M4 wires:
Scale: 3 px per um.
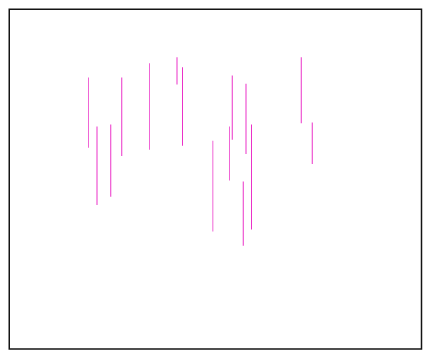
Wiring by layer:
Scale: 2 px per um. Two of the layers only.
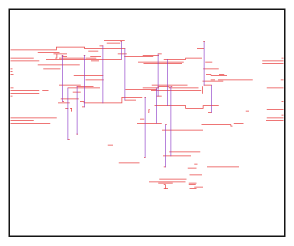
[src/rtl/ascii_dec_stream_to_int.sv]
// ---------------------------------------------------------------------------
// ascii_dec_stream_to_int
//
// Streaming ASCII-decimal to binary converter. Characters arrive one per
// cycle on a valid/ready input handshake. Up to MAX_DIGITS decimal digits
// are accumulated per string, and the string ends with the character flagged
// by in_last. One result per string is then offered on a valid/ready output
// handshake. The result carries the binary value, an error flag for
// malformed strings and the number of digits accumulated.
//
// Optional feature macro: SIGNED_INPUT_EN
//   defined   : a leading '-' marks the string negative. The result is the
//               two's complement of the accumulated magnitude.
//   undefined : '-' is an ordinary illegal character and there is no sign
//               state at all.
//
// Parameters
//   MAX_DIGITS  maximum digits accepted per string (1..18)
//   OUT_W       result width. It must hold 10^MAX_DIGITS-1, plus one sign
//               bit when SIGNED_INPUT_EN is defined. Any other combination
//               stops elaboration.
//
// Ports
//   clk          rising-edge clock
//   reset        synchronous, active-high; clears all state
//   in_valid     in_char/in_last are presented
//   in_ready     converter can take a character (registered)
//   in_char      ASCII character
//   in_last      in_char is the final character of the string
//   out_valid    result available (registered)
//   out_ready    consumer takes the result
//   out_val      converted value; two's complement when negative; 0 on error
//   out_err      string was malformed
//   out_ndigits  digits accumulated, saturating at MAX_DIGITS
// ---------------------------------------------------------------------------
module ascii_dec_stream_to_int #(
  parameter int MAX_DIGITS = 4,
  parameter int OUT_W      = 32
) (
  input  logic                              clk,
  input  logic                              reset,
  input  logic                              in_valid,
  output logic                              in_ready,
  input  logic [7:0]                        in_char,
  input  logic                              in_last,
  output logic                              out_valid,
  input  logic                              out_ready,
  output logic [OUT_W-1:0]                  out_val,
  output logic                              out_err,
  output logic [$clog2(MAX_DIGITS+1)-1:0]   out_ndigits
);

  localparam int CNT_W = $clog2(MAX_DIGITS + 1);

`ifdef SIGNED_INPUT_EN
  localparam int SIGN_W = 1;
`else
  localparam int SIGN_W = 0;
`endif

  // Bits needed to hold the largest MAX_DIGITS-digit number, 10^digits - 1.
  function automatic int digits_to_bits(input int digits);
    logic [63:0] lim;
    int          bits;
    lim = 64'd1;
    for (int i = 0; i < digits; i++) lim = lim * 64'd10;
    lim  = lim - 64'd1;
    bits = 0;
    while (bits < 64 && (lim >> bits) != 64'd0) bits++;
    return bits;
  endfunction

  localparam int NEED_W = digits_to_bits(MAX_DIGITS) + SIGN_W;

  // A result that is too narrow would silently wrap acc*10+d. Reject such
  // parameter sets at elaboration instead.
  if (MAX_DIGITS < 1 || MAX_DIGITS > 18 || OUT_W < NEED_W) begin : g_param_check
    $error("ascii_dec_stream_to_int: OUT_W=%0d cannot hold %0d digits (needs %0d)",
           OUT_W, MAX_DIGITS, NEED_W);
  end

  typedef enum logic {
    S_ACC = 1'b0,   // accepting characters of a string
    S_OUT = 1'b1    // holding a result for the consumer
  } state_e;

  // -------------------------------------------------------------------------
  // State
  // -------------------------------------------------------------------------
  state_e             state_q,       state_d;
  logic [OUT_W-1:0]   acc_q,         acc_d;
  logic [CNT_W-1:0]   cnt_q,         cnt_d;
  logic               err_q,         err_d;
`ifdef SIGNED_INPUT_EN
  logic               neg_q,         neg_d;
  logic               first_q,       first_d;
`endif

  // Registered outputs. They are updated together with the state, so no
  // input reaches an output without passing a flop.
  logic               in_ready_q,    in_ready_d;
  logic               out_valid_q,   out_valid_d;
  logic [OUT_W-1:0]   out_val_q,     out_val_d;
  logic               out_err_q,     out_err_d;
  logic [CNT_W-1:0]   out_ndigits_q, out_ndigits_d;

  // -------------------------------------------------------------------------
  // Character classification
  // -------------------------------------------------------------------------
  logic             accept;
  logic             is_digit;
  logic             at_max;
  logic [OUT_W-1:0] digit_val;

  assign accept    = in_valid && in_ready_q && (state_q == S_ACC);
  assign is_digit  = (in_char >= 8'h30) && (in_char <= 8'h39);
  // '0'..'9' are 0x30..0x39, so the low nibble is already the digit value.
  assign digit_val = OUT_W'(in_char[3:0]);
  assign at_max    = (cnt_q == CNT_W'(MAX_DIGITS));

`ifdef SIGNED_INPUT_EN
  logic is_minus;
  assign is_minus = (in_char == 8'h2D);
`endif

  // -------------------------------------------------------------------------
  // Next-state logic
  // -------------------------------------------------------------------------
  always_comb begin
    // NOTE: every signal assigned in this block gets a default first. Then
    // no path leaves a value unassigned, and no latch is inferred.
    state_d       = state_q;
    acc_d         = acc_q;
    cnt_d         = cnt_q;
    err_d         = err_q;
`ifdef SIGNED_INPUT_EN
    neg_d         = neg_q;
    first_d       = first_q;
`endif
    in_ready_d    = in_ready_q;
    out_valid_d   = out_valid_q;
    out_val_d     = out_val_q;
    out_err_d     = out_err_q;
    out_ndigits_d = out_ndigits_q;

    unique case (state_q)
      S_ACC: begin
        // in_ready comes up one cycle after reset or after a handshake.
        in_ready_d = 1'b1;
        if (accept) begin
          if (is_digit) begin
            if (!at_max) begin
              acc_d = acc_q * OUT_W'(10) + digit_val;
              cnt_d = cnt_q + CNT_W'(1);
            end else begin
              err_d = 1'b1;   // too many digits; the value is frozen
            end
`ifdef SIGNED_INPUT_EN
          end else if (is_minus && first_q) begin
            neg_d = 1'b1;
`endif
          end else begin
            err_d = 1'b1;
          end
`ifdef SIGNED_INPUT_EN
          first_d = 1'b0;
`endif

          if (in_last) begin
            // A string without any digit ("-" or "x") is malformed.
            if (cnt_d == '0) err_d = 1'b1;

            state_d       = S_OUT;
            in_ready_d    = 1'b0;
            out_valid_d   = 1'b1;
            out_err_d     = err_d;
            out_ndigits_d = cnt_d;
            if (err_d) begin
              out_val_d = '0;
            end else begin
`ifdef SIGNED_INPUT_EN
              out_val_d = neg_d ? (-acc_d) : acc_d;
`else
              out_val_d = acc_d;
`endif
            end
          end
        end
      end

      S_OUT: begin
        // The outputs stay untouched until the consumer takes them.
        if (out_ready) begin
          state_d     = S_ACC;
          in_ready_d  = 1'b1;
          out_valid_d = 1'b0;
          acc_d       = '0;
          cnt_d       = '0;
          err_d       = 1'b0;
`ifdef SIGNED_INPUT_EN
          neg_d       = 1'b0;
          first_d     = 1'b1;
`endif
        end
      end

      default: begin
        state_d = S_ACC;
      end
    endcase
  end

  // -------------------------------------------------------------------------
  // Registers
  // -------------------------------------------------------------------------
  // NOTE: sequential state uses non-blocking assignments only. Every flop
  // then samples pre-edge values, whatever the statement order.
  always_ff @(posedge clk) begin
    if (reset) begin
      // NOTE: every flop here is architecturally visible, so all of them
      // are reset. The design holds no storage array that could stay
      // unreset.
      state_q       <= S_ACC;
      acc_q         <= '0;
      cnt_q         <= '0;
      err_q         <= 1'b0;
`ifdef SIGNED_INPUT_EN
      neg_q         <= 1'b0;
      first_q       <= 1'b1;
`endif
      in_ready_q    <= 1'b0;
      out_valid_q   <= 1'b0;
      out_val_q     <= '0;
      out_err_q     <= 1'b0;
      out_ndigits_q <= '0;
    end else begin
      state_q       <= state_d;
      acc_q         <= acc_d;
      cnt_q         <= cnt_d;
      err_q         <= err_d;
`ifdef SIGNED_INPUT_EN
      neg_q         <= neg_d;
      first_q       <= first_d;
`endif
      in_ready_q    <= in_ready_d;
      out_valid_q   <= out_valid_d;
      out_val_q     <= out_val_d;
      out_err_q     <= out_err_d;
      out_ndigits_q <= out_ndigits_d;
    end
  end

  assign in_ready    = in_ready_q;
  assign out_valid   = out_valid_q;
  assign out_val     = out_val_q;
  assign out_err     = out_err_q;
  assign out_ndigits = out_ndigits_q;

endmodule
[config.mk]
export PLATFORM = sky130hd
export DESIGN_NAME = ascii_dec_stream_to_int
export DESIGN_NICKNAME = d
export VERILOG_FILES = /design/src/rtl/ascii_dec_stream_to_int.sv
export SDC_FILE = /design/constraint.sdc
export NUM_CORES = 1
export LEC_CHECK = 0
export ABC_AREA = 0
export CAP_MARGIN = 25
export CORE_ASPECT_RATIO = 0.8
export CORE_MARGIN = 8
export CORE_UTILIZATION = 50
export DETAILED_ROUTE_END_ITERATION = 7
export HOLD_SLACK_MARGIN = 0.12
export PLACE_DENSITY = 0.76
export SLEW_MARGIN = 30
export SYNTH_ARGS = -nofsm -noshare
export SYNTH_HDL_FRONTEND = slang
export SYNTH_SLANG_ARGS = --single-unit
[constraint.sdc]
create_clock -name clk -period 7.45 [get_ports clk]
set_input_delay 1.1175 -clock clk [delete_from_list [all_inputs] [get_ports clk]]
set_output_delay 1.1175 -clock clk [all_outputs]
set_load 0.1 [all_outputs]
==> out/qor.txt <==
HPWL Detailed: 12000 um
H-tree levels: 3
Max Fclk: 0.243 GHz
largest stage delay on the critical path: 0.45 ns
total area of sequential cells: 1480 um2
post-CTS setup repair buffer count: 0
worst slew pin tran: 1.00 ns
min-delay src: out_valid$_SDFFE_PP0P_
pin count of the biggest net entering global routing: 80
Worst Hold Class: reg -> reg
setup slack after layout: 3.33 ns
RD Place Congestion: 0.902
chip width: 137 um
max-slew violations: 0
Area leader share: 0.253
ANT cells: 0
Layout area overhead: 14.2%
VDD IR max: 103 uV
Final Setup Violations: 0
TNS Setup: 0 ns
Multi-input gate area: 4140 um2
area of placed instances: 6380 um2
Top Ports: 51
Final #Nets: 818
post_cts resized: 0
outcome: finished clean
FP Util: 0.510
Post-Synthesis Cells: 724
CP required: 7.68 ns
Yosys Warn Count: 0
IO Port Bufs: 50
Slew headroom: 0.329
Avg Inst Size Synth: 8.08 um2
RSZ-0062 raised after global routing: no
Yosys cell types: 78
DRC viols: 0
data arrival time of the worst path: 4.35 ns
gr ovfl total: 0
cell count in the Yosys report: 724
post-route ant nets: 0
Period Utilization, post-route: 0.553
Core ar.: 11500 um2
first-pass GRT wire length: 26300 um
CP startpoint: acc_q[1]$_SDFFE_PP0P_
crit-path max FO: 5
Back to the opening pictures, 'M4 wires':
main direction: vertical
nets with wire on the layer: 13
share of all routed wire: 2.1%
longest straight run: 34.7 um
wire length on this layer: 345 um
Vias: 5540
final wirelength: 16300 um

Back to the opening pictures, 'wiring by layer':
[met3] red | wire length: 951 um
[met4] purple | wire length: 345 um
Tot GR Track Use: 0.208
wire per inst: 18.2 um

==> placed cells by master (no fill, tap or decap), types with 7 or more instances in the layout <==
cell,count
nor2_1,91
dfxtp_1,74
nand2_1,73
a21oi_1,62
ha_1,60
clkdlybuf4s50_1,49
o21ai_0,28
xor2_1,26
nand3_1,25
nand4_1,17
xnor2_1,17
a22oi_1,17
nor3_1,13
a21o_1,12
inv_1,10
a31oi_1,9
clkbuf_16,9
nand3b_1,8
a211o_1,8
mux2i_1,7
==> layer usage <==
layer / track usage / vias to the layer above / part of all wire
met3: 0.0452 / 32 / 0.058
met5: 0 / - / 0
met1: 0.274 / 2646 / 0.45
li1: - / 2669 / -
met2: 0.332 / 193 / 0.47
met4: 0.0585 / 0 / 0.021
==> state kept, by name, summed over array words and instances (netlist names) <==
signal	cells
acc_q	31
cnt_q	3
err_q	1
in_ready	1
out_err	1
out_ndigits	3
out_val	32
out_valid	1
state_q	1
==> worst max-delay path, delay by kind of cell (launching register included) <==
kind	cells	cell delay (ns)
adder cells (fa/ha/maj)	3	0.93
XOR/XNOR	1	0.33
flip-flops	1	0.45
AND-OR/OR-AND	4	1.28
AND/OR/NAND/NOR	5	1.01
==> path summary, 6_finish.rpt <==
check | to | slack (ns) | cells past startpoint
worst max-delay path | out_val[28]$_SDFFE_PP0P_ | 3.33 | 13
worst min-delay path | out_valid$_SDFFE_PP0P_ | 0.46 | 2
worst max register to register | out_val[28]$_SDFFE_PP0P_ | 3.33 | 13
worst min register to register | out_valid$_SDFFE_PP0P_ | 0.46 | 2
==> area by class of cell <==
class | count | area share
Sequential cell | 74 | 0.222
Tap cell | 148 | 0.0277
Inverter | 10 | 0.00561
Clock inverter | 6 | 0.00973
Multi-Input combinational cell | 593 | 0.620
Timing Repair Buffer | 55 | 0.0797
Clock buffer | 10 | 0.0357
==> kinds of logic (layout without fill, tap and decap cells) <==
family | count (synthesis) | in the layout | synth area share
compound gates | 192 | 192 | 0.225
xor+xnor | 49 | 49 | 0.0830
fa+ha+maj | 62 | 62 | 0.135
buf+inv | 57 | 81 | 0.0393
flops | 74 | 74 | 0.253
mux | 7 | 7 | 0.0120
simple gates | 283 | 283 | 0.253
==> stage by stage <==
step	hold WS (ns)	util	instances	total power [uW]
finish	0.460	0.583	896	901
global route	0.473	0.583	896	925
CTS	0.463	0.583	896	900
detailed placement	0.451	0.556	880	465
global placement	0.441	0.556	880	463
floorplan	0.448	-	724	446
==> power breakdown <==
part	total, uW	internal [uW]	leakage [uW]	switching (uW)
sequential	400	398	0.000597	2.06
clock	444	269	0.000149	175
combinational	57.1	15.7	0.00199	41.4
Power is estimated from default activity; no workload was simulated.
